Run 1, met1 routing:
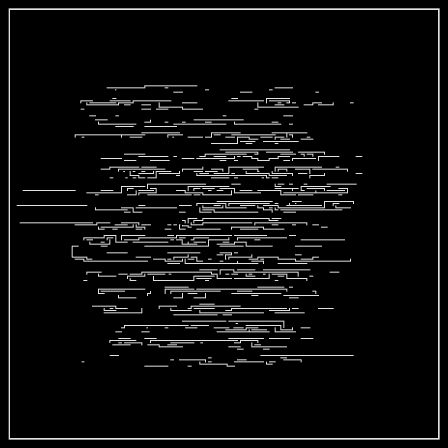
Run 1, metal 2:
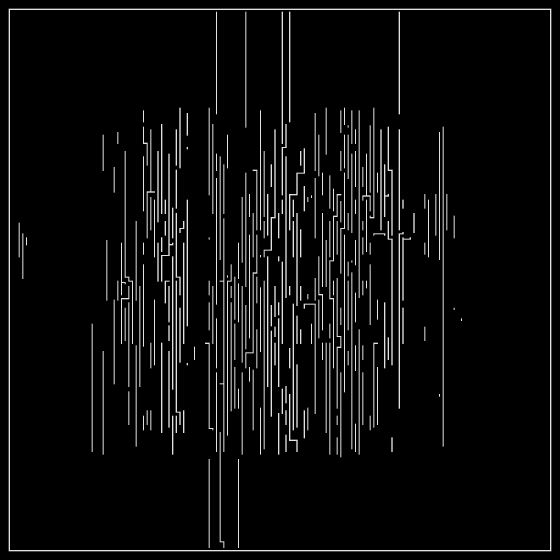
Run 1, M3 wires:
Scale bar: 20 um. Cells faint in the background.
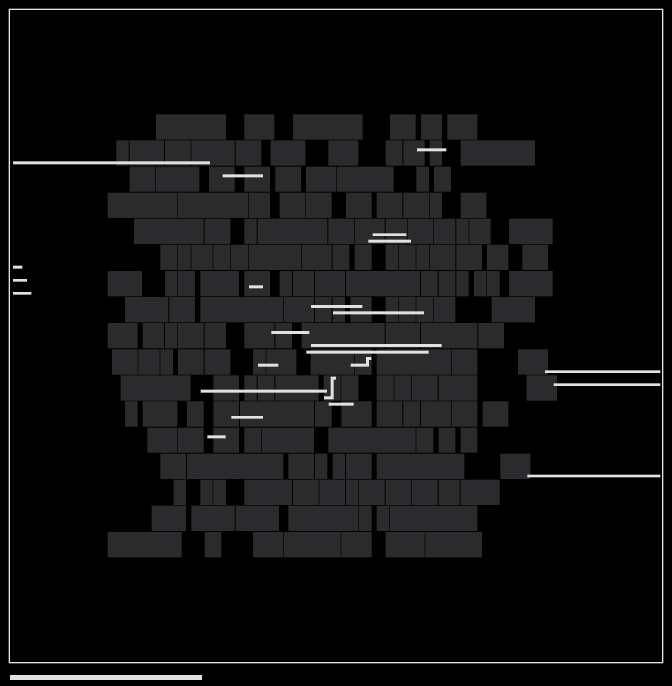
Run 1, routing congestion map:
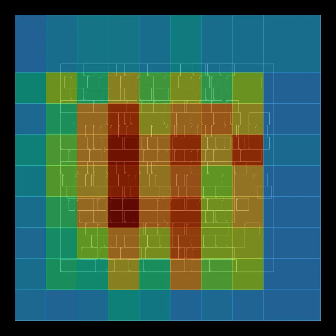
[config.mk]
export PLATFORM = sky130hd
export DESIGN_NAME = car_drive_actuator
export DESIGN_NICKNAME = d
export VERILOG_FILES = /design/src/rtl/car_drive_actuator.sv
export SDC_FILE = /design/constraint.sdc
export NUM_CORES = 1
export LEC_CHECK = 0
export CORE_MARGIN = 10
export CORE_UTILIZATION = 48
export DETAILED_ROUTE_END_ITERATION = 16
export GPL_ROUTABILITY_DRIVEN = 0
export PLACE_DENSITY = 0.74
export SYNTH_ARGS = -nofsm -noshare
export SYNTH_HDL_FRONTEND = slang
export SYNTH_SLANG_ARGS = --single-unit
export TNS_END_PERCENT = 10
[constraint.sdc]
create_clock -name clk -period 1.7 [get_ports clk]
set_input_delay 0.425 -clock clk [delete_from_list [all_inputs] [get_ports clk]]
set_output_delay 0.425 -clock clk [all_outputs]
set_load 0.01 [all_outputs]
[src/rtl/car_drive_actuator.sv]
// car_drive_actuator: drivetrain speed ramp on a prescaled tick plus a three-state door-lock actuator
module car_drive_actuator #(
    parameter int TICK_DIV   = 4,
    parameter int ACCEL_STEP = 2,
    parameter int DECEL_STEP = 3,
    parameter int MAX_SPEED  = 200,
    parameter int DOOR_DELAY = 3
) (
    input  logic       clk,
    input  logic       rst,
    input  logic       accelerate_car,
    input  logic       unlock_doors,
    output logic [7:0] car_speed,
    output logic       moving,
    output logic       doors_unlocked,
    output logic       tick
);
    localparam int PW = $clog2(TICK_DIV);
    localparam int CW = $clog2(DOOR_DELAY + 1);
    typedef enum logic [1:0] {LOCKED = 2'd0, WAIT_ZERO = 2'd1, UNLOCKED = 2'd2} state_t;
    state_t state, state_nx;
    logic [PW-1:0] pre;
    logic [CW-1:0] zcnt, zcnt_nx;
    logic [8:0] sum;
    logic [7:0] speed_nx;
    logic accel_en;
    assign tick = pre == PW'(TICK_DIV - 1);
    assign moving = car_speed != 8'd0;
    assign doors_unlocked = state == UNLOCKED;
    assign accel_en = accelerate_car && state == LOCKED;
    assign sum = {1'b0, car_speed} + 9'(ACCEL_STEP);
    assign speed_nx = accel_en ? (sum > 9'(MAX_SPEED) ? 8'(MAX_SPEED) : sum[7:0])
                               : (car_speed > 8'(DECEL_STEP) ? car_speed - 8'(DECEL_STEP) : 8'd0);
    always_comb begin
        state_nx = LOCKED;
        zcnt_nx = zcnt;
        case (state)
            LOCKED: if (unlock_doors && !accelerate_car && car_speed == 8'd0) begin
                state_nx = WAIT_ZERO;
                zcnt_nx = '0;
            end
            WAIT_ZERO: if (unlock_doors && !accelerate_car && car_speed == 8'd0) begin
                state_nx = WAIT_ZERO;
                if (tick) begin
                    zcnt_nx = zcnt + 1'b1;
                    state_nx = zcnt_nx == CW'(DOOR_DELAY) ? UNLOCKED : WAIT_ZERO;
                end
            end
            UNLOCKED: state_nx = (!unlock_doors || accelerate_car) ? LOCKED : UNLOCKED;
            default: state_nx = LOCKED;
        endcase
    end
    always_ff @(posedge clk) begin
        if (rst) begin
            pre <= '0;
            car_speed <= 8'd0;
            state <= LOCKED;
            zcnt <= '0;
        end else begin
            pre <= tick ? '0 : pre + 1'b1;
            if (tick) car_speed <= speed_nx;
            state <= state_nx;
            zcnt <= zcnt_nx;
        end
    end
endmodule

==> summary.txt, run 1 <==
yosys + openroad results -> initial antenna violation count=0, worst slew pin tran=0.324 ns, yosys adder share=7.94%, Pre-Place Util=50.4%, Hold Crit Depth=1, Seq pwr share=42.5%, Final Cell Area=1630 um^2, Final Slew Violations=0, grt total ovfl=0, layout cells sized above 1=37.0%, and+or+nand+nor area frac=31.0%, crit path to=car_speed[3], fin crit share=103%, Reg area=293 um^2, switching power=250 uW, CP Launch Type=flip-flop, synth warn=0, end of the worst hold path=pre[0], core footprint=2190 um^2, mux share of post-synthesis cell area=0.907%, Cell Type Count=46, # diodes=0, Post-Synthesis Cells=143, Comb/total area=53.4%, via count=1,220, Hold Path Class=reg -> reg, clock network fraction of total power=30.7%, vias per cell=5.84, synthesis-stage register bit count=14, first-pass GRT wire length=5.24 mm, overall power=829 uW, Crit path arrival time=1.95 ns, tap cells=28, critical path peak fanout=5, aoi share=25.9%, post-synthesis cell area=1100 um^2, yosys xor share=1.59%, final worst-path setup slack=-0.0552 ns, Layout Skew=0.00485 ns, Max-area cell share=25.4%, HPWL Detailed=2.46 mm, # rows=17, min-delay src=pre[0], Biggest Area Class=logic gates, FF-to-FF Start=car_speed[2], vias in the first global route=1,096, yosys stat area=1100 um^2, max capacitance violation total=0, CP endpoint kind=flip-flop, status=finished with violations, clk root buf=clkbuf_4, clk sinks=14, port bufs=14, failing checks=negative setup slack, final critical-path required period=1.76 ns, stage-log warning count=32, M2 GR Usage=26.5%, Die H=68.0 um, Layout area overhead=47.5%, fraction of area in registers=18.0%, H-tree levels=1, crit path DRT=1.89 ns, Comb gate area=870 um^2, antenna-violating nets left=0, clk cell area share=2.23%, NumNets Final=193, syn nets=154, DIE AREA=4620 um^2, top cells by area=dfxtp_1 (25%), ha_1 (7.9%), a21oi_1 (6.3%), nand2_1 (4.1%), nor2_1 (4.1%), die width=68.0 um, Peak supply drop=0.447 mV, busiest layer in global routing=met2, clk pwr=255 uW, Final setup violation count=3, CLK BUF=4, Ports=15, P_leak=0.678 nW, EDFF count, synth=0, mi-comb count=111, CP Launch Point=car_speed[2], DR top layer=met4, Signal buffers=45, nonclk inv count=7, Metal-1 WL=1.38 mm, Hold Buf Count CTS=0, DR pass1 iterations=4, WL met3=145 um, Synth Area per Inst=7.72 um^2, max_slew headroom=78.2%, CTS tree=done, crit path kind=reg -> reg, leading power group=sequential cells, Fmax achieved=0.570 GHz, DRC violations left=0, NonClk Buf Share=22.4%, placed instance area=1510 um^2, Comb power frac=26.8%, R2R setup slack=-0.06 ns, internal power=579 uW
-- 'met1 routing' (at the start) --
- share of all routed wire: 41%
- nets with wire on the layer: 177
- wire length on this layer: 1,380 um
- main direction: horizontal
- longest straight run: 14.7 um

-- 'metal 2' (at the start) --
- share of all routed wire: 53%
- nets with wire on the layer: 163
- main direction: vertical
- longest straight run: 40.1 um
- wire length on this layer: 1,740 um

-- 'M3 wires' (at the start) --
- wire length on this layer: 146 um
- main direction: horizontal
- longest straight run: 20.2 um
- nets with wire on the layer: 19
- share of all routed wire: 4.4%

-- 'routing congestion map' (at the start) --
Avg WL per Cell: 15.9 um
met1 Resource Use GR: 16.1%
grt met3 use: 1.63%
Layout Utilization: 74.3%
GRT Overall Usage: 14.4%

-- run 1: state kept, by name, summed over array words and instances, names as in the netlist --
name       flops
car_speed      8
zcnt           2
pre            2
state          2
-- run 1: what timing repair did --
action | in CTS | in global routing
setup endpoints to repair | 15 | 11
setup buffers | 0 | 0
resized | 15 | 21
pin swaps | 1 | 6
hold endpoints to repair | 0 | 0
-- run 1: worst max-delay path, stage by stage, from the launching register on --
cell	delay [ns]
dfxtp_4	0.42
inv_4	0.05
ha_4	0.27
nand2_4	0.07
a211oi_2	0.20
o31ai_2	0.13
a21o_4	0.25
a211o_1	0.26
-- run 1: placed cells by master, fill, tap and decap left out, types with 3 or more instances in the layout --
cell type	synthesis	final
nand4_1	3	3
nor3b_1	5	4
ha_1	7	4
nand2_1	12	11
inv_1	7	6
ha_4	0	3
nor3_1	7	6
nor2_1	12	12
o21ai_0	4	4
a21oi_1	14	12
nand3_1	6	6
dfxtp_2	0	4
clkbuf_4	0	3
dfxtp_1	14	8
buf_4	2	30
dlygate4sd2_1	0	9
-- run 1: cells in the mapped netlist (2+ instances only) --
cell      number
nand2b_1       2
or2_2          2
o21ai_0        4
and2_1         2
nand4_1        3
nand3_1        6
nor3_1         7
a31oi_1        2
a21oi_1       14
xor2_1         2
clkbuf_1       3
nor2b_1        2
nor3_2         2
o32ai_2        2
nor3b_1        5
buf_2          5
nor2_1        12
ha_1           7
inv_1          7
a211oi_1       3
dfxtp_1       14
buf_4          2
nand2_1       12
-- run 1: per-stage QoR --
stage / std cells / setup WS, ns / hold WS, ns
floorplan: 143 / -0.0678 / 0.404
global placement: 205 / -0.353 / 0.414
detailed placement: 205 / -0.400 / 0.422
CTS: 209 / -0.133 / 0.448
global route: 209 / -0.0967 / 0.463
finish: 209 / -0.0552 / 0.458
==> run 1 -> run 2 <==
- GPL_TIMING_DRIVEN: unset -> 1
- SLEW_MARGIN: unset -> 0
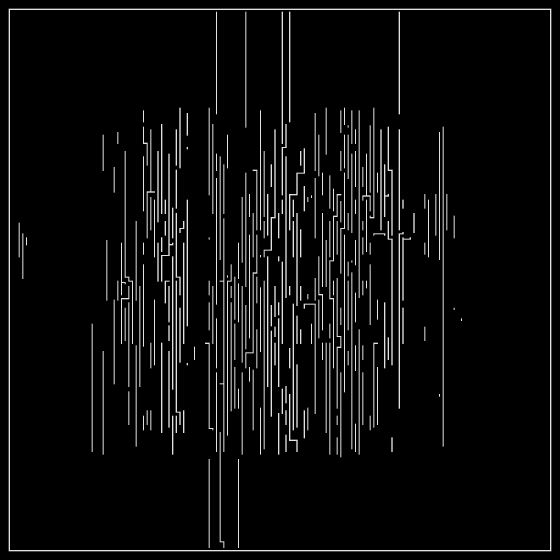
Run 2: metal 2
- share of all routed wire: 53%
- wire length on this layer: 1,740 um
- longest straight run: 40.1 um
- main direction: vertical
- nets with wire on the layer: 163

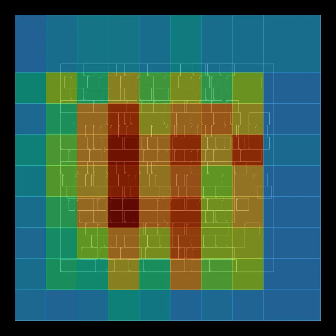
Run 2: routing congestion map
busiest layer in global routing: met2
M2 GR Usage: 26.5%

==> run 2 against run 1 <==
  * The run still ends with negative setup slack left
  * Critical path depth stayed put
  * Clock-buffer cell count stayed put
  * Sequential share of layout area unchanged
  * Worst hold slack did not move
  * Clock skew is the same
  * Core utilization stayed put
  * Combinational power about the same
  * Maximum frequency did not move
  * Die area is the same
  * Critical endpoint unchanged
  * Largest cell class unchanged
  * Largest power group unchanged
  * Highest routed layer unchanged
==> summary.txt, run 2 <==
yosys + openroad results -> status=finished with violations, failing checks=negative setup slack, Peak supply drop=0.447 mV (unchanged), Max-area cell share=25.4% (unchanged), CP Cell Sequence=inv_4 -> ha_4 -> nand2_4 -> a211oi_2 -> o31ai_2 -> a21o_4 -> a211o_1, Pre-Place Util=50.4% (unchanged), DR pass1 iterations=4 (unchanged), Top cell excl fill/tap=buf_4, vias per cell=5.84 (unchanged), leading area contributor after synthesis=dfxtp_1, clk root buf=clkbuf_4, yosys stat area=1100 um^2 (unchanged), most frequent cells in the layout=buf_4 (30), a21oi_1 (12), nor2_1 (12), nand2_1 (11), dlygate4sd2_1 (9), DIE AREA=4620 um^2 (unchanged), initial antenna violation count=0 (unchanged), P_leak=0.678 nW (unchanged), die width=68.0 um (unchanged), clk_lat worst skew=0.29 ns, Fmax achieved=0.570 GHz (unchanged), EDFF count, synth=0 (unchanged), crit path kind=reg -> reg, R2R setup slack=-0.06 ns (about the same), Bufs and invs on worst path=1 (unchanged), slowest cell on the critical path=dfxtp_4, DRC violations left=0 (unchanged), Cell Type Count=46 (unchanged), min-delay src=pre[0], Die H=68.0 um (unchanged), Crit path max-delay family=AND-OR/OR-AND gates, Hold Crit Depth=1 (unchanged), top cells by area=dfxtp_1 (25%), ha_1 (7.9%), a21oi_1 (6.3%), nand2_1 (4.1%), nor2_1 (4.1%), Min Hold Slack=0.458 ns (unchanged), grt total ovfl=0 (unchanged), worst slew pin tran=0.324 ns (unchanged), WP depth=7 (unchanged), grt met3 use=1.63% (unchanged), Final Cell Area=1630 um^2 (unchanged), final critical-path required period=1.76 ns (unchanged), max incr delay on CP=0.42 ns (about the same), antenna-violating nets left=0 (unchanged), Hold Buf Count CTS=0 (unchanged), fin crit share=103% (unchanged), H-tree levels=1 (unchanged), Ports=15 (unchanged), Synth Area per Inst=7.72 um^2 (unchanged), drt first-iter violations=91, clock buffer depth=2, vias in the first global route=1,096 (unchanged), synth warn=0 (unchanged), Hold Path Class=reg -> reg, Place WS=-0.400 ns (unchanged), max_slew headroom=78.2% (unchanged), CP Launch Type=flip-flop, met1 Resource Use GR=16.1% (unchanged), FF-to-FF Start=car_speed[2], Layout Utilization=74.3% (unchanged), Crit path arrival time=1.95 ns (about the same), placed instance area=1510 um^2 (unchanged), via count=1,220 (unchanged), CTS tree=done, stage-log warning count=32 (unchanged), max FFs per register=8 (unchanged), final hold vios=0, yosys cell count=143, HPWL Detailed=2.46 mm (unchanged), GRT Overall Usage=14.4% (unchanged), # rows=17 (unchanged), largest net degree at the start of global routing=13, post-synthesis cell area=1100 um^2 (unchanged), final worst-path setup slack=-0.0552 ns (unchanged), Final Slew Violations=0 (unchanged), max capacitance violation total=0 (unchanged), Post-CTS Setup Bufs=0 (unchanged), # diodes=0 (unchanged), Layout Skew=0.00485 ns (unchanged), CP endpoint kind=flip-flop, end of the worst hold path=pre[0], port bufs=14 (unchanged), core footprint=2190 um^2 (unchanged), Final setup violation count=3 (unchanged), first-pass GRT wire length=5.24 mm (unchanged), Layout area overhead=47.5% (unchanged), critical path peak fanout=5 (unchanged), Biggest register=car_speed, syn nets=154 (unchanged), synthesis-stage register bit count=14 (unchanged), top cells by count, synth=a21oi_1 (14), dfxtp_1 (14), nand2_1 (12), nor2_1 (12), clk sinks=14 (unchanged), NumNets Final=193 (unchanged), layout cells sized above 1=37.0% (unchanged), Avg WL per Cell=15.9 um (unchanged), worst reg2reg path endpoint=car_speed[3], setup TNS=-0.0872 ns, crit path DRT=1.89 ns (about the same), Post-Synthesis Cells=143 (unchanged)
## run 2: layout make-up
class                           count  area (um^2)
Tap cell                           28         35.0
Multi-Input combinational cell    111          870
Fill cell                         156          563
Clock buffer                        4         36.3
Sequential cell                    14          293
Inverter                            7         28.8
Timing Repair Buffer               45          365
## run 2: worst max-delay path by stage
| stage | end | slack (ns) | start |
|---|---|---|---|
| 2_1_floorplan | car_speed[3] | -0.07 | car_speed[2] |
| 3_3_place_gp | car_speed[3] | -0.35 | accelerate_car |
| 3_5_place_dp | car_speed[3] | -0.40 | accelerate_car |
| 4_1_cts | moving | -0.13 | car_speed[6] |
| 5_1_grt | car_speed[3] | -0.1 | car_speed[2] |
| 6_report | car_speed[3] | -0.06 | car_speed[2] |
## run 2: repair_timing
action | 4_1_cts | 5_1_grt
setup endpoints to repair | 15 | 11
cloned | 0 | 0
pin swaps | 1 | 6
resized | 15 | 21
## run 2: report_power, final
part / total (mW) / switching, mW / internal (mW)
Combinational: 0.222 / 0.112 / 0.110
Sequential: 0.353 / 0.0137 / 0.339
Clock: 0.255 / 0.124 / 0.131
## run 2: cells by family after synthesis
kind of cell,Yosys count,synth area share (%)
AOI/OAI and AO/OA,39,25.9
xor gates and xnor gates,2,1.59
adders and majority gates,7,7.94
buffers and inverters,18,7.37
DFF,14,25.4
muxes,1,0.907
and+or+nand+nor,62,31.0
## run 2: stage by stage
stage | total power [mW] | std cells
2_1_floorplan | 0.477 | 143
3_3_place_gp | 0.564 | 205
3_5_place_dp | 0.570 | 205
4_1_cts | 0.813 | 209
5_1_grt | 0.862 | 209
6_report | 0.829 | 209
## run 2: layer usage
metal / share of wire (%) / wire, um
met3: 4.4 / 145
met5: 0 / 0
met4: 1.6 / 53
met1: 41 / 1380
met2: 53 / 1740
Power and IR drop assume default switching activity.
